===== src/rtl/enc_period_pkg.sv =====
// enc_period_pkg
// Shared types and constants for the encoder period snapshot scheduler.
//   state_t      - scan FSM states
//   PER_OVF_BIT  - overflow flag position inside a period word
//   PER_CNT_MSB  - MSB of the count field inside a period word
//   DEF_*        - default parameter values for enc_period_scan
package enc_period_pkg;

    typedef enum logic [2:0] {
        IDLE,
        SELECT,
        SETTLE_W,
        SAMPLE,
        COMPARE,
        WRITE,
        DONE
    } state_t;

    localparam int PER_OVF_BIT = 26;
    localparam int PER_CNT_MSB = 21;

    localparam int DEF_NUM_CH    = 4;
    localparam int DEF_CH_W      = 2;
    localparam int DEF_SETTLE    = 2;
    localparam int DEF_MAX_RETRY = 3;

endpackage


===== src/rtl/enc_period_stable.sv =====
// enc_period_stable
// Compare-and-retry capture of the period word that crosses in from the fast
// clock domain. A pulse on start records the current word; on every following
// cycle the live word is compared with the recorded one. A match yields the
// recorded word. A mismatch re-records and spends one retry; once the retries
// are used up the live word is taken as-is and flagged unstable.
// Ports:
//   clk, reset  - system clock, asynchronous active-low reset
//   start       - begin a capture (one cycle)
//   period_in   - selected channel's period word
//   valid       - capture result available this cycle
//   value       - captured word (meaningful while valid)
//   unstable    - capture was forced after retries ran out (while valid)
module enc_period_stable
    import enc_period_pkg::*;
#(
    parameter int MAX_RETRY = DEF_MAX_RETRY
) (
    input  logic        clk,
    input  logic        reset,
    input  logic        start,
    input  logic [31:0] period_in,
    output logic        valid,
    output logic [31:0] value,
    output logic        unstable
);

    logic        active;
    logic [31:0] prev;
    logic [2:0]  retry;
    logic        match;

    assign match    = (period_in == prev);
    assign valid    = active & (match | (retry == 3'd0));
    assign value    = match ? prev : period_in;
    assign unstable = ~match;

    // NOTE: state registers are updated with <= so every reader in this
    // clock sees the pre-edge value regardless of block ordering.
    always_ff @(posedge clk or negedge reset) begin
        if (!reset) begin
            active <= 1'b0;
            prev   <= '0;
            retry  <= '0;
        end else if (start) begin
            active <= 1'b1;
            prev   <= period_in;
            retry  <= 3'(MAX_RETRY);
        end else if (active) begin
            if (valid) begin
                active <= 1'b0;
            end else begin
                prev  <= period_in;
                retry <= retry - 3'd1;
            end
        end
    end

endmodule


===== src/rtl/enc_period_scan.sv =====
// enc_period_scan
// Snapshot scheduler sharing one period readout path between NUM_CH encoder
// channels. A request walks every channel: select it, wait SETTLE cycles,
// capture a stable word, store it in the bank and update the per-channel
// overflow / unstable flags. Requests arriving mid-scan coalesce into one
// pending rescan.
// Optional feature (macro ENC_PERIOD_TSTAMP_EN): scan_tstamp reports the clk
// cycles between the start of the previous scan and the start of this one,
// saturating at 16'hFFFF; 0 for the first scan after reset.
// Ports:
//   clk, reset     - system clock, asynchronous active-low reset
//   sample_req     - scan request, rising level starts a scan
//   busy           - scan in progress (through the DONE cycle)
//   done           - one-cycle pulse at scan completion
//   chan_sel       - channel driving period_in
//   period_in      - selected channel's period word
//   rd_addr        - host read address
//   rd_data        - bank[rd_addr], one cycle latency
//   ovf_mask       - overflow flag of each channel's last capture
//   unstable_mask  - channel was force-captured on its last capture
//   scan_tstamp    - (ENC_PERIOD_TSTAMP_EN only) start-to-start interval
module enc_period_scan
    import enc_period_pkg::*;
#(
    parameter int NUM_CH    = DEF_NUM_CH,
    parameter int CH_W      = DEF_CH_W,
    parameter int SETTLE    = DEF_SETTLE,
    parameter int MAX_RETRY = DEF_MAX_RETRY
) (
    input  logic              clk,
    input  logic              reset,
    input  logic              sample_req,
    output logic              busy,
    output logic              done,
    output logic [CH_W-1:0]   chan_sel,
    input  logic [31:0]       period_in,
    input  logic [CH_W-1:0]   rd_addr,
    output logic [31:0]       rd_data,
`ifdef ENC_PERIOD_TSTAMP_EN
    output logic [15:0]       scan_tstamp,
`endif
    output logic [NUM_CH-1:0] ovf_mask,
    output logic [NUM_CH-1:0] unstable_mask
);

    localparam logic [CH_W-1:0] LAST_CH = CH_W'(NUM_CH - 1);

    state_t          state;
    logic            req_r;
    logic            pending;
    logic [CH_W-1:0] chan;
    logic [3:0]      settle_cnt;
    logic [31:0]     wr_value;
    logic            wr_unstable;
    logic [31:0]     bank [NUM_CH];

    logic            req_rise;
    logic            scan_go;
    logic            cmp_valid;
    logic [31:0]     cmp_value;
    logic            cmp_unstable;

    assign req_rise = sample_req & ~req_r;
    assign scan_go  = (state == IDLE) & (req_rise | pending);

    enc_period_stable #(
        .MAX_RETRY (MAX_RETRY)
    ) u_stable (
        .clk       (clk),
        .reset     (reset),
        .start     (state == SAMPLE),
        .period_in (period_in),
        .valid     (cmp_valid),
        .value     (cmp_value),
        .unstable  (cmp_unstable)
    );

    always_ff @(posedge clk or negedge reset) begin
        if (!reset) begin
            state         <= IDLE;
            req_r         <= 1'b0;
            pending       <= 1'b0;
            chan          <= '0;
            chan_sel      <= '0;
            settle_cnt    <= '0;
            busy          <= 1'b0;
            done          <= 1'b0;
            wr_value      <= '0;
            wr_unstable   <= 1'b0;
            rd_data       <= '0;
            ovf_mask      <= '0;
            unstable_mask <= '0;
            // NOTE: the bank is reset explicitly because the host may read it
            // before the first scan and must see zeros; this keeps it in flops.
            for (int i = 0; i < NUM_CH; i++) bank[i] <= '0;
        end else begin
            req_r   <= sample_req;
            done    <= 1'b0;
            // Read-before-write: a same-cycle WRITE to rd_addr returns old data.
            rd_data <= (int'(rd_addr) < NUM_CH) ? bank[rd_addr] : '0;

            case (state)
                IDLE: begin
                    if (scan_go) begin
                        pending <= 1'b0;
                        chan    <= '0;
                        busy    <= 1'b1;
                        state   <= SELECT;
                    end
                end
                SELECT: begin
                    chan_sel   <= chan;
                    settle_cnt <= 4'(SETTLE);
                    state      <= SETTLE_W;
                end
                SETTLE_W: begin
                    // Stay SETTLE cycles in total: leave when the count hits 0.
                    settle_cnt <= settle_cnt - 4'd1;
                    if (settle_cnt == 4'd1) state <= SAMPLE;
                end
                SAMPLE: begin
                    state <= COMPARE;
                end
                COMPARE: begin
                    if (cmp_valid) begin
                        wr_value    <= cmp_value;
                        wr_unstable <= cmp_unstable;
                        state       <= WRITE;
                    end
                end
                WRITE: begin
                    bank[chan]          <= wr_value;
                    ovf_mask[chan]      <= wr_value[PER_OVF_BIT];
                    unstable_mask[chan] <= wr_unstable;
                    if (chan == LAST_CH) begin
                        done  <= 1'b1;
                        state <= DONE;
                    end else begin
                        chan  <= chan + 1'b1;
                        state <= SELECT;
                    end
                end
                DONE: begin
                    busy  <= 1'b0;
                    state <= IDLE;
                end
                default: state <= IDLE;
            endcase

            // Requests seen while scanning collapse into a single rescan.
            if (req_rise && state != IDLE) pending <= 1'b1;
        end
    end

`ifdef ENC_PERIOD_TSTAMP_EN
    logic [15:0] since_start;
    logic        started;

    always_ff @(posedge clk or negedge reset) begin
        if (!reset) begin
            since_start <= '0;
            started     <= 1'b0;
            scan_tstamp <= '0;
        end else if (scan_go) begin
            scan_tstamp <= started ? since_start : 16'd0;
            // The start edge itself counts as the first elapsed cycle.
            since_start <= 16'd1;
            started     <= 1'b1;
        end else if (since_start != 16'hFFFF) begin
            since_start <= since_start + 16'd1;
        end
    end
`endif

endmodule


===== config.mk =====
export PLATFORM = sky130hd
export DESIGN_NAME = enc_period_scan
export DESIGN_NICKNAME = d
export VERILOG_FILES = /design/src/rtl/enc_period_pkg.sv /design/src/rtl/enc_period_stable.sv /design/src/rtl/enc_period_scan.sv
export SDC_FILE = /design/constraint.sdc
export NUM_CORES = 1
export LEC_CHECK = 0
export ABC_AREA = 1
export CAP_MARGIN = 30
export CORE_ASPECT_RATIO = 0.8
export CORE_MARGIN = 2
export CORE_UTILIZATION = 55
export CTS_CLUSTER_SIZE = 16
export DETAILED_ROUTE_END_ITERATION = 8
export PLACE_DENSITY = 0.75
export SYNTH_ARGS = -nofsm -noshare
export SYNTH_HDL_FRONTEND = slang
export SYNTH_SLANG_ARGS = --single-unit

===== constraint.sdc =====
create_clock -name clk -period 4.5 [get_ports clk]
set_input_delay 0.9 -clock clk [delete_from_list [all_inputs] [get_ports clk]]
set_output_delay 0.9 -clock clk [all_outputs]
set_load 0.02 [all_outputs]

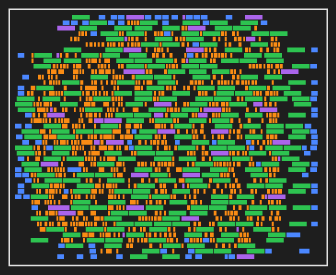
(cell classes on the final placement)
Scale: 2 px per um.
- remaining buffers and delay cells: blue (cells 93; share of their area 7.8%)
- remaining logic cells: orange (cells 826; share of their area 33%)
- sequential cells: green (cells 248; share of their area 52%)
- clock drivers and dummy loads: purple (cells 43; share of their area 6.8%)

==> flow_summary.rst <==
Synthesis and place-and-route
=============================

.. list-table::
   :header-rows: 1

   * - Metric
     - Value
   * - Synth logic family
     - simple AND/OR/NAND/NOR gates
   * - Startpoint Class
     - input port
   * - Maximum number of pins on one net before global-route repair
     - 97
   * - Run status
     - completed
   * - Clock buf count
     - 36
   * - Final hold viol count
     - 0
   * - Vias per cell
     - 5.260
   * - Ao+oa area frac
     - ~15%
   * - Mux share
     - 0%
   * - Pwr Density
     - around 550 nW/um2
   * - Highest-count cells in the layout ignoring fill and taps
     - 286 x sky130_fd_sc_hd__nand2_1, 248 x sky130_fd_sc_hd__dfrtp_1, 200 x sky130_fd_sc_hd__o21ai_0, 88 x sky130_fd_sc_hd__inv_1, 81 x sky130_fd_sc_hd__nor2_1
   * - Routed wl met2
     - 9780 um
   * - XOR/XNOR share of the synthesized area
     - 1.841%
   * - Hold Crit Class
     - in -> async
   * - Achievable clock frequency
     - 333.1 MHz
   * - Largest register by flop count
     - bank
   * - Internal power summed over all cells
     - 4535 uW
   * - Share of synthesized area occupied by flip-flops and latches
     - between 50 and 60%
   * - Maximum fanout along the worst path
     - 47
   * - Worst-case setup slack after placement
     - 992.3 ps
   * - Worst Setup Slack, final
     - between 1000 and 1500 ps
   * - Worst setup path end
     - u_stable.prev[21]$_DFFE_PN0P_
   * - Setup repair after global routing missed its margin
     - false
   * - Kind of critical path
     - in -> reg
   * - Slew at the pin closest to its max-slew limit
     - 888.1 ps
   * - Top routing layer in use
     - met4
   * - Detailed-placement wirelength estimate
     - 13,740 um
   * - Netlist area before placement
     - roughly 10,000 um2
   * - Setup crit end kind
     - register
   * - Power attributed to combinational cells
     - 1620 uW
   * - Capturing point of the worst reg2reg path
     - u_stable.prev[21]$_DFFE_PN0P_
   * - Fraction of power consumed by the clock network
     - a little under a third
   * - Max rail drop VDD
     - 316.7 uV
   * - Levels on crit path
     - 11
   * - Static leakage
     - 0.005644 uW
   * - Most Frequent Cell on Critical Path
     - sky130_fd_sc_hd__nand2_1
   * - Remaining Overflow, GRT
     - 0
   * - Cell family with the largest share of critical-path delay
     - simple AND/OR/NAND/NOR gates
   * - Register fraction of the total cell area
     - between 50% and 60%
   * - Fraction of post-synthesis cell area in the top cell type by area
     - 59.29%
   * - Critical path buffers and inverters
     - 1
   * - Most numerous logic cell after layout
     - sky130_fd_sc_hd__nand2_1
   * - Post-synthesis share of cell area spent on and, or, nand and nor gates
     - 15.54%
   * - Final critical-path share of the clock period
     - 66.71%
   * - Number of cells in the design after placement
     - 1,425
   * - Clock tree from TritonCTS
     - done
   * - Synthesis area per yosys
     - approximately 10,000 um2
   * - Vias in the first global route
     - between 7,000 and 8,000
   * - Final antenna diode count
     - 0
   * - Root buffer cell
     - sky130_fd_sc_hd__clkbuf_16
   * - Tally of buffers added on design ports
     - 80
   * - Largest contributor to cell area by class
     - registers
   * - Area used by sequential logic in the layout
     - 6206 um2
   * - Setup Skew
     - 14.39 ps
   * - Placement Cell Area
     - 11,350 um2
   * - Pre-placement core utilization
     - 55.66%
   * - Combinational group share of total power
     - 24.1%
   * - Number of hold buffers added after cts
     - 0
   * - Chip width
     - 158.2 um
   * - Number of enable flip-flop cells
     - 0
   * - Distinct lib cells
     - 33
   * - Most numerous cell in the Yosys netlist
     - sky130_fd_sc_hd__nand2_1
   * - Largest cells by area
     - sky130_fd_sc_hd__dfrtp_1 59%, sky130_fd_sc_hd__nand2_1 10%, sky130_fd_sc_hd__o21ai_0 9.6%
   * - Post-route DRC
     - 0
   * - Power spent charging and discharging nets
     - 2164 uW
   * - Synthesized Nets
     - about 1,200
   * - Register-to-register setup slack
     - 2020 ps
   * - Average wire per cell in the routed design
     - ~15 um
   * - Number of standard cells after synthesis
     - approximately 1,100
   * - Shortest period the worst path allows
     - 3002 ps
   * - Clock transition at the register clock pins on the worst setup and hold paths after CTS
     - 60 ps
   * - Cell types with the highest counts after synthesis
     - 289 x sky130_fd_sc_hd__nand2_1, 248 x sky130_fd_sc_hd__dfrtp_1, 200 x sky130_fd_sc_hd__o21ai_0
   * - Power drawn by the clock network
     - 2040 uW
   * - Max-cap check violation count
     - 0
   * - TritonCTS buffer count
     - 25
   * - Required time of the worst setup path
     - 4900 ps
   * - Switching share of power
     - 32.30%
   * - Antenna violations before repair
     - 0
   * - Worst path arrival time
     - 3400 ps
   * - Met1 wire length
     - 10,900 um
   * - Met3 usage
     - 3.799%
   * - Count of flip-flops and latches
     - 248
   * - H-tree depth
     - 1
   * - Worst hold margin
     - 338.8 ps
   * - First drt pass iteration count
     - 5
   * - TNS Setup
     - 0 ps
   * - Log Warnings
     - 30
   * - GRT met1 Usage
     - 36.95%
   * - CP max-delay cell
     - sky130_fd_sc_hd__clkdlybuf4s50_1
   * - Power after layout
     - 6699 uW
   * - Residual antenna-violating net count after detailed routing
     - 0
   * - Maximum clock insertion buffer count
     - 3
   * - CTS Sinks
     - 248
   * - Clock insertion delay at the later pin of the skew report
     - 520 ps
   * - Fraction of cell area in non-clock buffers
     - 7.598%
   * - Number of flip-flops in the largest register
     - 125
   * - Power group with the highest consumption
     - sequential cells
   * - Non-clock inverter total of the final layout
     - 100
   * - DIE HEIGHT
     - 127.4 um
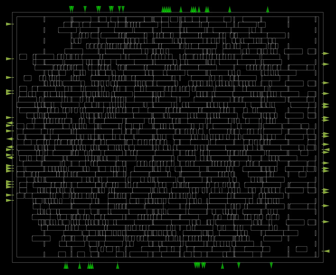
(cell outlines without signal wires)
share of the core filled with cells in the final layout: 64.62%
Tap Count: 258
filler-free cell count of the finished design: 1,468
filler cell count: 1,556
site row count: 45

No activity file was given, so power comes from the tool's default toggle rates.
